### src/rtl/controlador_nonce.sv
// controlador_nonce: drives one micro_ucr_hash core to search for a winning nonce.
//   An accepted inicio latches the data block, the target and the starting nonce.
//   Each attempt then presents {bloque_reg, nonce} to the core, waits for
//   hash_terminado (bounded by TIMEOUT_CICLOS), checks the hash against the
//   target, and steps the nonce. The search ends on a hit, when the nonce space
//   is exhausted, on a core timeout, or on abortar.
// Ports:
//   clk, reset          clock, synchronous active-high reset
//   inicio, abortar     start request (IDLE only) / cancel (non-IDLE only)
//   bloque_datos,target,nonce_base  search inputs, sampled at acceptance
//   hash_inicio/hash_bloque/hash_terminado/hash_resultado  hash core handshake
//   ocupado, terminado  busy level / one-cycle end-of-search pulse
//   encontrado, agotado, error_timeout  sticky result flags
//   nonce_ganador, hash_ganador, intentos  search results
module controlador_nonce #(
  parameter int NONCE_W        = 32,
  parameter int HASH_W         = 24,
  parameter int TIMEOUT_CICLOS = 255
) (
  input  logic                    clk,
  input  logic                    reset,
  input  logic                    inicio,
  input  logic                    abortar,
  input  logic [95:0]             bloque_datos,
  input  logic [7:0]              target,
  input  logic [NONCE_W-1:0]      nonce_base,
  output logic                    hash_inicio,
  output logic [96+NONCE_W-1:0]   hash_bloque,
  input  logic                    hash_terminado,
  input  logic [HASH_W-1:0]       hash_resultado,
  output logic                    ocupado,
  output logic                    terminado,
  output logic                    encontrado,
  output logic                    agotado,
  output logic                    error_timeout,
  output logic [NONCE_W-1:0]      nonce_ganador,
  output logic [HASH_W-1:0]       hash_ganador,
  output logic [NONCE_W:0]        intentos
);

  localparam int TW = $clog2(TIMEOUT_CICLOS + 1);
  localparam logic [TW-1:0]      T_LIM   = TW'(TIMEOUT_CICLOS - 1);
  localparam logic [NONCE_W:0]   INT_MAX = {1'b1, {NONCE_W{1'b0}}};

  typedef enum logic [1:0] {IDLE, CARGA, ESPERA, EVALUA} estado_t;

  estado_t              estado, estado_sig;
  logic [95:0]          bloque_reg;
  logic [7:0]           target_reg;
  logic [NONCE_W-1:0]   nonce_base_reg;
  logic [NONCE_W-1:0]   nonce;
  logic [NONCE_W-1:0]   nonce_sig;
  logic [HASH_W-1:0]    hash_reg;
  logic [TW-1:0]        tcnt;
  logic                 acierto, vuelta_completa, fin_timeout, cancela;

  // Both top bytes of the hash must be strictly below the target.
  assign acierto         = (hash_reg[HASH_W-1 -: 8] < target_reg) &&
                           (hash_reg[HASH_W-9 -: 8] < target_reg);
  assign nonce_sig       = nonce + NONCE_W'(1);
  // Next nonce would be the first one tried again: whole space covered.
  assign vuelta_completa = (nonce_sig == nonce_base_reg);
  assign fin_timeout     = (tcnt == T_LIM);
  assign cancela         = abortar && (estado != IDLE);

  assign hash_inicio = (estado == CARGA);
  assign hash_bloque = {bloque_reg, nonce};
  assign ocupado     = (estado != IDLE);

  always_ff @(posedge clk) begin
    if (reset) estado <= IDLE;
    else       estado <= estado_sig;
  end

  always_comb begin
    estado_sig = estado;
    case (estado)
      IDLE:    if (inicio) estado_sig = CARGA;
      CARGA:   estado_sig = ESPERA;
      ESPERA:  if (hash_terminado)   estado_sig = EVALUA;
               else if (fin_timeout) estado_sig = IDLE;
      EVALUA:  estado_sig = (acierto || vuelta_completa) ? IDLE : CARGA;
      default: estado_sig = IDLE;
    endcase
    if (cancela) estado_sig = IDLE;
  end

  always_ff @(posedge clk) begin
    if (reset) begin
      bloque_reg     <= '0;
      target_reg     <= '0;
      nonce_base_reg <= '0;
      nonce          <= '0;
      hash_reg       <= '0;
      tcnt           <= '0;
      terminado      <= 1'b0;
      encontrado     <= 1'b0;
      agotado        <= 1'b0;
      error_timeout  <= 1'b0;
      nonce_ganador  <= '0;
      hash_ganador   <= '0;
      intentos       <= '0;
    end else begin
      terminado <= 1'b0;
      // An abort freezes everything: no pulse, flags and intentos keep their value.
      if (!cancela) begin
        case (estado)
          IDLE: if (inicio) begin
            bloque_reg     <= bloque_datos;
            target_reg     <= target;
            nonce_base_reg <= nonce_base;
            nonce          <= nonce_base;
            intentos       <= '0;
            encontrado     <= 1'b0;
            agotado        <= 1'b0;
            error_timeout  <= 1'b0;
            nonce_ganador  <= '0;
            hash_ganador   <= '0;
          end
          CARGA: tcnt <= '0;
          ESPERA: begin
            tcnt <= tcnt + TW'(1);
            if (hash_terminado) begin
              hash_reg <= hash_resultado;
              if (intentos != INT_MAX) intentos <= intentos + (NONCE_W+1)'(1);
            end else if (fin_timeout) begin
              error_timeout <= 1'b1;
              terminado     <= 1'b1;
            end
          end
          EVALUA: begin
            if (acierto) begin
              encontrado    <= 1'b1;
              nonce_ganador <= nonce;
              hash_ganador  <= hash_reg;
              terminado     <= 1'b1;
            end else if (vuelta_completa) begin
              agotado   <= 1'b1;
              terminado <= 1'b1;
            end else begin
              nonce <= nonce_sig;
            end
          end
          default: ;
        endcase
      end
    end
  end

endmodule

### config.mk
export PLATFORM = sky130hd
export DESIGN_NAME = controlador_nonce
export DESIGN_NICKNAME = d
export VERILOG_FILES = /design/src/rtl/controlador_nonce.sv
export SDC_FILE = /design/constraint.sdc
export NUM_CORES = 1
export LEC_CHECK = 0
export ABC_AREA = 1
export CAP_MARGIN = 0
export CORE_MARGIN = 8
export CORE_UTILIZATION = 48
export DETAILED_ROUTE_END_ITERATION = 10
export GPL_ROUTABILITY_DRIVEN = 1
export GPL_TIMING_DRIVEN = 0
export PLACE_DENSITY = 0.77
export SLEW_MARGIN = 0
export SYNTH_ARGS = -nofsm -noshare
export SYNTH_HDL_FRONTEND = slang
export SYNTH_SLANG_ARGS = --single-unit
### constraint.sdc
create_clock -name clk -period 3 [get_ports clk]
set_input_delay 0.45 -clock clk [delete_from_list [all_inputs] [get_ports clk]]
set_output_delay 0.45 -clock clk [all_outputs]
set_load 0.02 [all_outputs]
Run 1, met2 routing:
Scale: 1.5 px per um.
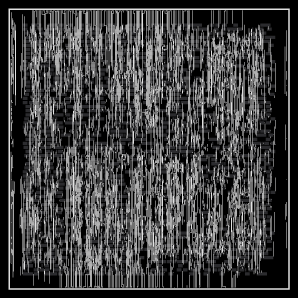
wire length on this layer: 26.0 mm
main direction: vertical
nets with wire on the layer: 2165
share of all routed wire: 49%
longest straight run: 79.9 um

Run 1, sizing map:
Scale: 2 px per um.
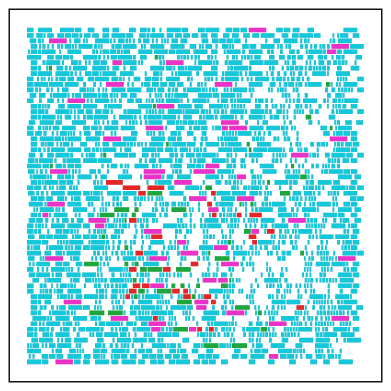
legend:
  _0 and _1 cells:
    colour: cyan
    cells: 2325
    share: 94%
    most_used: nand2_1
  _6 and larger:
    colour: magenta
    cells: 56
    share: 2.3%
    most_used: clkbuf_16
  _2 cells:
    colour: green
    cells: 57
    share: 2.3%
    most_used: dfxtp_2
  _3 and _4 cells:
    colour: red
    cells: 31
    share: 1.3%
    most_used: nor2_4

==> impl_metrics.csv, run 1 <==
group,metric,value,unit
critical_path,cpMostUsedCell,"nand2_1",
logic_synthesis,synth_dominant_cell_count,"nand2_1",
logic_synthesis,fp_nets,2200,
placed_design,port_buffers,386,
critical_path,end_kind,"flop",
route,post_drt_wl_per_cell,18.7,um
power,p_switching,6810,uW
logic_synthesis,async_flop_share,0,%
critical_path,start_kind,"flop",
critical_path,crit_chain,"nand2_1, nor2_2, nand2_1, nor2_8, nand2_1, nand2_1, inv_2, nand2_1, nand2_1, nor2_1, nand2_1, nor3_4, nand3_4, nand3_2, buf_12, buf_8, nand2_1, nand2_1, nor2_1",
final_timing,hold_violations,0,
final_timing,rsz0062_at_grt,"true",
power,peakVddDrop,617,uV
cts,clk_latency,0.53,ns
critical_path,required,3.41,ns
logic_synthesis,flop_cell,"dfxtp_1",
cts,tritoncts,"done",
critical_path,critPathMaxStageDelay,0.41,ns
floorplanning,num_rows,62,
logic_synthesis,yosysSeqAreaShare,42.8,%
logic_synthesis,edf_count,0,
layout,final_cell_count_no_fill,2858,
logic_synthesis,syn_area_per_cell,6.85,sq um
critical_path,crit_buf_inv,3,
logic_synthesis,yosys-stat-area,13800,sq um
logic_synthesis,top_area_cell,"dfxtp_1",
grt,grt_pass1_wl,80800,um
final_timing,max_freq,354,MHz
run,warnings,32,
grt,overflow,0,
floorplanning,dieArea,34400,sq um
placed_design,dp_hpwl,41700,um
logic_synthesis,common_cells,"nand2_1, nor2_1, dfxtp_1, o21ai_0, inv_1",
final_timing,finalCritPeriodShare,94.2,%
grt,antenna_found_initial,4,
power,p_seq_share,32.7,%
route,via_per_inst,5.28,
layout,fillers,2525,
final_timing,relSlewSlack,40.1,%
logic_synthesis,yosysUniqueCellTypes,40,
final_timing,holdWs,0.462,ns
route,vias,15100,
power,p_int,9860,uW
run_status,status,"finished, final reports clean",
layout,largest_register_ffs,96,
floorplanning,floorplan.io_pins,388,
route,dr.first_iter.drc_count,1272,
layout,drive_above_1_share,5.83,%
final_timing,skew,0.0135,ns
power,finalPower,16700,uW
floorplanning,core-area,28500,sq um
route,first_pass_iters,5,
grt,grt_pass1_vias,14500,
power,leakage,0.00775,uW
grt,grt_start_max_net_pins,15,
logic_synthesis,top_cell_area_share,42.8,%
logic_synthesis,syn_inst,2012,
floorplanning,fp_util,48.4,%
placed_design,dp.cells,2782,
cts,clock_sink_count,295,
placed_design,gp_congestion,0.977,
cts,path_clk_slew,0.06,ns
placed_design,postPlaceCellArea,18100,sq um
run,cap_violations,0,
hold_path,hold_path.class,"flop to flop",
logic_synthesis,synth.area.top_cells,"dfxtp_1, nand2_1, nor2_1",
critical_path,cp.arrival,3.23,ns
route,drtAntennaViolNets,0,
final_timing,worst_slew_pin_slew,0.898,ns
final_timing,layout_min_cycle_time,2.82,ns
logic_synthesis,netlist_area,13800,sq um
critical_path,crit_fanout,10,
power,p_sw_share,40.8,%
floorplanning,die_h,185,um
cts,cts_hold_buf,0,
layout,final_nets,2632,
floorplanning,dieWidth,185,um
route,drcViolationCount,0,
grt,grt_usage,30.2,%
layout,syn_to_final_growth,41.5,%
cts,cts_htree_levels,2,
critical_path,path_delay_family,"simple AND/OR/NAND/NOR gates",
cts,root_buffer,"clkbuf_16",
power,p_per_area,855,nW/um^2
critical_path,cp_slowest_cell,"dfxtp_2",
final_timing,setup_violations,0,
critical_path,criticalPathCategory,"flop to flop",
logic_synthesis,ys_cells,2012,
logic_synthesis,ys.flops,295,
cts,cts_buffers,34,
final_timing,report.final.slew_viol_count,0,
logic_synthesis,yosys_warnings,0,
power,power.combinational.fraction,41.9,%
route,wirelength,53400,um
power,pwr-share-clk,25.5,%
layout,finalInstanceArea,19500,sq um
cts,cts_buffer_depth,3,
Run 1, metal 3:
Scale: 1.5 px per um.
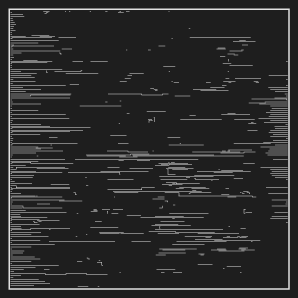
wire length on this layer: 5250 um
share of all routed wire: 9.8%
main direction: horizontal
longest straight run: 81.9 um
nets with wire on the layer: 354

==> run 1: tightest hold or removal path: stages (launching register included) <==
cell,delay [ns]
dfxtp_1,0.31
nand2_1,0.06
a21oi_1,0.05
==> run 1: metrics by stage <==
step	setup TNS (ns)	worst slack, ns	util [%]
final	0	0.175	68.5
after global routing	-0.109	-0.0204	68.5
after CTS	0	0.00191	67.9
after detailed placement	-20.20	-0.375	63.7
after global placement	-13.36	-0.280	63.7
after floorplan	0	0.441	-
==> run 1: repair_timing <==
action                                  CTS  global route
buffers inserted                          3             8
gates resized                            11            45
endpoints found under the setup margin  103            89
cloned                                    0             0
pin swaps                                 1             5
==> run 1: area by class of cell <==
class                   instances  area, sq um  share of cell area, %
clock inverters                12          133                  0.680
well taps                     384          480                   2.46
diodes                          5         12.5                 0.0642
plain buffers                  95          419                   2.15
multi-input cells            1475         7010                   35.9
clock buffers                  49         1010                   5.17
inverters                     146          549                   2.82
repair buffers                397         3960                   20.3
flip-flops and latches        295         5930                   30.4
==> run 1: layer usage <==
metal / track usage (%) / routed length [um] / up-vias
met5: 0 / 13 / -
met4: 11.1 / 1810 / 2
met3: 9.64 / 5250 / 93
met2: 52.3 / 26000 / 636
met1: 34.3 / 20400 / 7001
li1: - / - / 7372
==> run 1: worst paths after layout <==
path                                 startpoint                            end  slack [ns]  cells after the start
setup / recovery         nonce[11]$_SDFFE_PP0P_         nonce[24]$_SDFFE_PP0P_        0.18                     19
hold / removal    hash_ganador[22]$_SDFFE_PP0P_  hash_ganador[22]$_SDFFE_PP0P_        0.46                      2
setup reg to reg         nonce[11]$_SDFFE_PP0P_         nonce[24]$_SDFFE_PP0P_        0.18                     19
hold reg to reg   hash_ganador[22]$_SDFFE_PP0P_  hash_ganador[22]$_SDFFE_PP0P_        0.46                      2
==> run 1: power by group through the flow <==
stage	Combinational (uW)	Sequential (uW)	Clock, uW
detailed placement	6780	5470	0
floorplan	3360	5960	0
global placement	6660	5440	0
finish	6980	5440	4250
global route	7640	5550	4470
CTS	6840	5400	4290
==> run 1: layout by cell type, fill, tap and decap left out, types with 21 or more instances in the layout <==
master	count
clkdlybuf4s50_1	386
nor2_1	407
clkbuf_1	85
o21ai_0	201
nand4_1	27
a21oi_1	133
ha_1	21
inv_1	140
nor3_1	37
dfxtp_1	277
clkbuf_16	35
nand3_1	61
nand2_1	459
==> run 1: cell families after synthesis <==
group	count (synthesis)	synth area share, %
XOR/XNOR	31	2.47
buffers and inverters	242	6.87
flip-flops	295	42.8
adder cells (fa/ha/maj)	23	2.09
AND-OR/OR-AND	363	13.6
AND/OR/NAND/NOR	1058	32.1
## Run 2: what changed since run 1
--- a/config.mk
+++ b/config.mk
@@ -10,7 +10,7 @@
 export CORE_MARGIN = 8
 export CORE_UTILIZATION = 48
 export DETAILED_ROUTE_END_ITERATION = 10
-export GPL_ROUTABILITY_DRIVEN = 1
+export GPL_ROUTABILITY_DRIVEN = 0
 export GPL_TIMING_DRIVEN = 0
 export PLACE_DENSITY = 0.77
 export SLEW_MARGIN = 0
Run 2, logic cells by family:
Scale: 2 px per um.
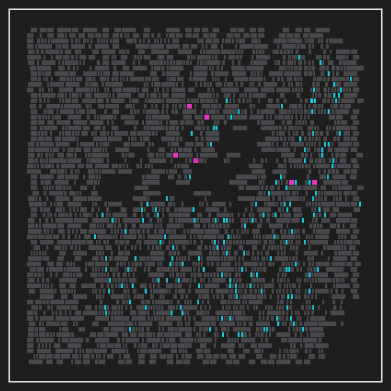
legend:
  AND-OR and OR-AND gates:
    colour: magenta
    cells: 6
    most_used: o21a_1
    where: centre
  inverters:
    colour: cyan
    cells: 146
    most_used: inv_1

Run 2, met2 routing:
Scale: 1.5 px per um.
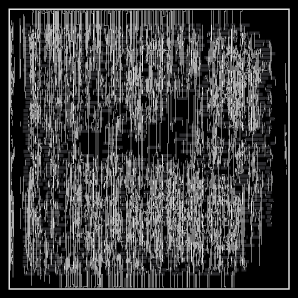
wire length on this layer: 25.3 mm
share of all routed wire: 49%
main direction: vertical
nets with wire on the layer: 2190

==> run 2 against run 1 <==
  * Final cell count decreased by 0.35%
  * Maximum frequency decreased by 2.5%
  * Wire length decreased by 2.5%
  * Setup slack worse by 0.072 ns
  * Clock-buffer cell count fell by 6
  * Sequential power barely moved
  * Largest cell class unchanged
  * Worst hold slack got worse by 0.053 ns
  * Sequential share of layout area up 0.27 points
  * Synthesized cell count unchanged
  * Global-route usage shrank 1.2 points
  * First-iteration DRC count up 2.0%
  * Sequential cell count stayed put
  * Critical endpoint is now nonce[23]$_SDFFE_PP0P_
==> impl_metrics.csv, run 2 <==
group,metric,value,unit
run_status,status,"finished, final reports clean",
final_timing,relSlewSlack,42.1,%
final_timing,hold_violations,0,
critical_path,rrSetupSlack,0.10,ns
logic_synthesis,yosys_warnings,0,
cts,cts_hold_buf,0,
route,dr_wl_met2,25300,um
layout,largest_register_ffs,96,
hold_path,holdPathEnd,"terminado$_SDFF_PP0_",
grt,grt_usage,29.0,%
logic_synthesis,ys.flops,295,
cts,cts_buffers,31,
critical_path,criticalPathCategory,"flop to flop",
final_timing,finalCritPeriodShare,96.5,%
critical_path,required,3.44,ns
layout,drive_above_1_share,5.53,%
grt,grt_start_max_net_pins,16,
layout,fillers,2535,
cts,path_clk_slew,0.06,ns
hold_path,min_from,"reset",
cts,root_buffer,"clkbuf_16",
grt,grt_pass1_vias,14900,
floorplanning,core-area,28500,sq um
critical_path,start_kind,"flop",
cts,cts_htree_levels,1,
critical_path,end_kind,"flop",
critical_path,critPathMaxStageDelay,0.41,ns
critical_path,cp_slowest_cell,"dfxtp_4",
placed_design,postPlaceCellArea,18100,sq um
final_timing,skew,0.0292,ns
critical_path,cpMostUsedCell,"nand2_1",
route,drtAntennaViolNets,0,
grt,antenna_found_initial,3,
logic_synthesis,common_cells,"nand2_1, nor2_1, dfxtp_1, o21ai_0, inv_1",
layout,postLayoutCoreUtil,67.9,%
placed_design,port_buffers,386,
final_timing,layout_min_cycle_time,2.90,ns
final_timing,setup_violations,0,
critical_path,r2r_end,"nonce[23]$_SDFFE_PP0P_",
critical_path,crit_chain,"ha_4, nand2_2, nor2_4, nand2_4, nor2_4, xnor3_1, nor2_1, nand2_1, nor3_4, nand3_4, nand3_2, buf_8, buf_8, nand2_1, nand2_1, nor2_1",
run,cap_violations,0,
grt,grt_pass1_wl,79200,um
layout,final_cell_mix,"nand2_1, nor2_1, clkdlybuf4s50_1",
logic_synthesis,async_flop_share,0,%
route,first_pass_iters,6,
logic_synthesis,edf_count,0,
route,met1Wirelength,19200,um
cts,clk_latency,0.57,ns
layout,lay_top_count,"nand2_1",
logic_synthesis,top_area_cell,"dfxtp_1",
route,post_drt_wl_per_cell,18.3,um
route,top_layer_used,"met4",
floorplanning,floorplan.io_pins,388,
critical_path,crit_fanout,10,
logic_synthesis,yosysSeqAreaShare,42.8,%
run,warnings,31,
logic_synthesis,synth.area.top_cells,"dfxtp_1, nand2_1, nor2_1",
logic_synthesis,syn_area_per_cell,6.85,sq um
cts,cts_buffer_depth,3,
logic_synthesis,synth_dominant_cell_count,"nand2_1",
power,leakage,0.00769,uW
logic_synthesis,syn_inst,2012,
power,peakVddDrop,547,uV
hold_path,whs_path_depth,4,
final_timing,worst_slew_pin_slew,0.868,ns
route,dr.first_iter.drc_count,1297,
logic_synthesis,ys_cells,2012,
logic_synthesis,yosysUniqueCellTypes,40,
final_timing,report.final.slew_viol_count,0,
critical_path,cp.arrival,3.34,ns
route,wirelength,52100,um
logic_synthesis,flop_cell,"dfxtp_1",
power,finalPower,16200,uW
critical_path,worst_r2r_path_depth,16,
route,vias,15200,
floorplanning,die_h,185,um
floorplanning,dieWidth,185,um
final_timing,max_freq,345,MHz
cts,tritoncts,"done",
logic_synthesis,top_cell_area_share,42.8,%
floorplanning,dieArea,34400,sq um
floorplanning,fp_util,48.4,%
cts,clock_sink_count,295,
power,p_per_area,838,nW/um^2
placed_design,dp_hpwl,40400,um
route,wl_met3,5380,um
hold_path,hold_path.class,"input pin to flop",
logic_synthesis,fp_nets,2200,
logic_synthesis,yosys-stat-area,13800,sq um
layout,final_nets,2630,
logic_synthesis,netlist_area,13800,sq um
grt,overflow,0,
route,drcViolationCount,0,
floorplanning,num_rows,62,
final_timing,tns,0,ns
critical_path,r2r_start,"nonce[0]$_SDFFE_PP0P_",
route,via_per_inst,5.35,
Run 2, sizing map:
Scale: 2 px per um.
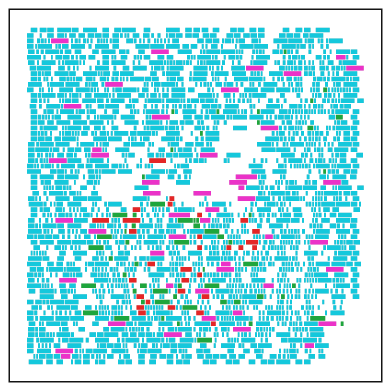
Buffers excl. clock: 493
Setup WS post-layout: 0.104 ns
area grow syn2layout: 40.2%
fin area: 19300 sq um

==> run 2: netlist changes by cell type in the layout (fill, tap and decap cells not counted), sizes merged <==
cell    change
buf         +2
clkbuf      -7
clkinv      -2
diode       -1
inv         -2
==> run 2: layer usage <==
metal,GRT usage (%),vias up
li1,-,7352
met1,32.0,7008
met2,51.2,744
met3,8.51,137
met4,12.5,0
met5,0,-
==> run 2: final cells by class <==
cell class                 count  area [sq um]  area share, %
timing repair buffer         398          3970           20.5
clock inverter                 8          93.8          0.485
tap                          384           480           2.49
buffer                        95           422           2.18
clock buffer                  43           881           4.56
sequential                   295          5930           30.7
multi-input combinational   1475          7000           36.2
antenna                        4          10.0         0.0518
inverter                     146           549           2.84
==> run 2: timing repair <==
| item | in CTS | in global routing |
|---|---|---|
| pin swaps | 0 | 8 |
| endpoints found under the hold margin | 0 | 0 |
| endpoints found under the setup margin | 68 | 113 |
| resized | 6 | 53 |
| setup buffers | 0 | 12 |
==> run 2: where the power goes <==
part / leakage, uW / switching [uW] / internal (uW)
sequential: 0.00242 / 717 / 4740
combinational: 0.00478 / 4370 / 2630
clock: 0.000485 / 1550 / 2190
==> run 2: worst max path at each step <==
| stage | start | to | slack [ns] | cells after the start |
|---|---|---|---|---|
| 2_1_floorplan | nonce[1]$_SDFFE_PP0P_ | nonce[26]$_SDFFE_PP0P_ | 0.44 | 20 |
| 3_3_place_gp | target_reg[1]$_SDFFE_PP0P_ | hash_ganador[13]$_SDFFE_PP0P_ | -0.31 | 13 |
| 3_5_place_dp | target_reg[1]$_SDFFE_PP0P_ | hash_ganador[5]$_SDFFE_PP0P_ | -0.36 | 13 |
| 4_1_cts | nonce[14]$_SDFFE_PP0P_ | nonce[23]$_SDFFE_PP0P_ | 0.03 | 19 |
| 5_1_grt | nonce[23]$_SDFFE_PP0P_ | nonce[27]$_SDFFE_PP0P_ | -0.03 | 19 |
| 6_report | nonce[0]$_SDFFE_PP0P_ | nonce[23]$_SDFFE_PP0P_ | 0.10 | 16 |
==> run 2: through the flow <==
stage | hold slack [ns] | setup slack, ns | instances
3_3_place_gp | 0.445 | -0.309 | 2782
2_1_floorplan | 0.432 | 0.441 | 2012
4_1_cts | 0.377 | 0.0293 | 2833
6_report | 0.409 | 0.104 | 2848
3_5_place_dp | 0.451 | -0.364 | 2782
5_1_grt | 0.423 | -0.0327 | 2847
==> run 2: worst max-delay path, delay by kind of cell (launching register included) <==
kind / cells / cell delay (ns)
xor+xnor: 1 / 0.28
flops: 1 / 0.41
buf+inv: 2 / 0.33
fa+ha+maj: 1 / 0.16
simple gates: 12 / 1.57
==> run 2: logic make-up after synthesis <==
group	after synthesis	synth area share, %
compound gates	363	13.6
xor+xnor	31	2.47
fa+ha+maj	23	2.09
buf+inv	242	6.87
flops	295	42.8
simple gates	1058	32.1
Power figures rest on the tool's default switching activity, not on a simulated workload.
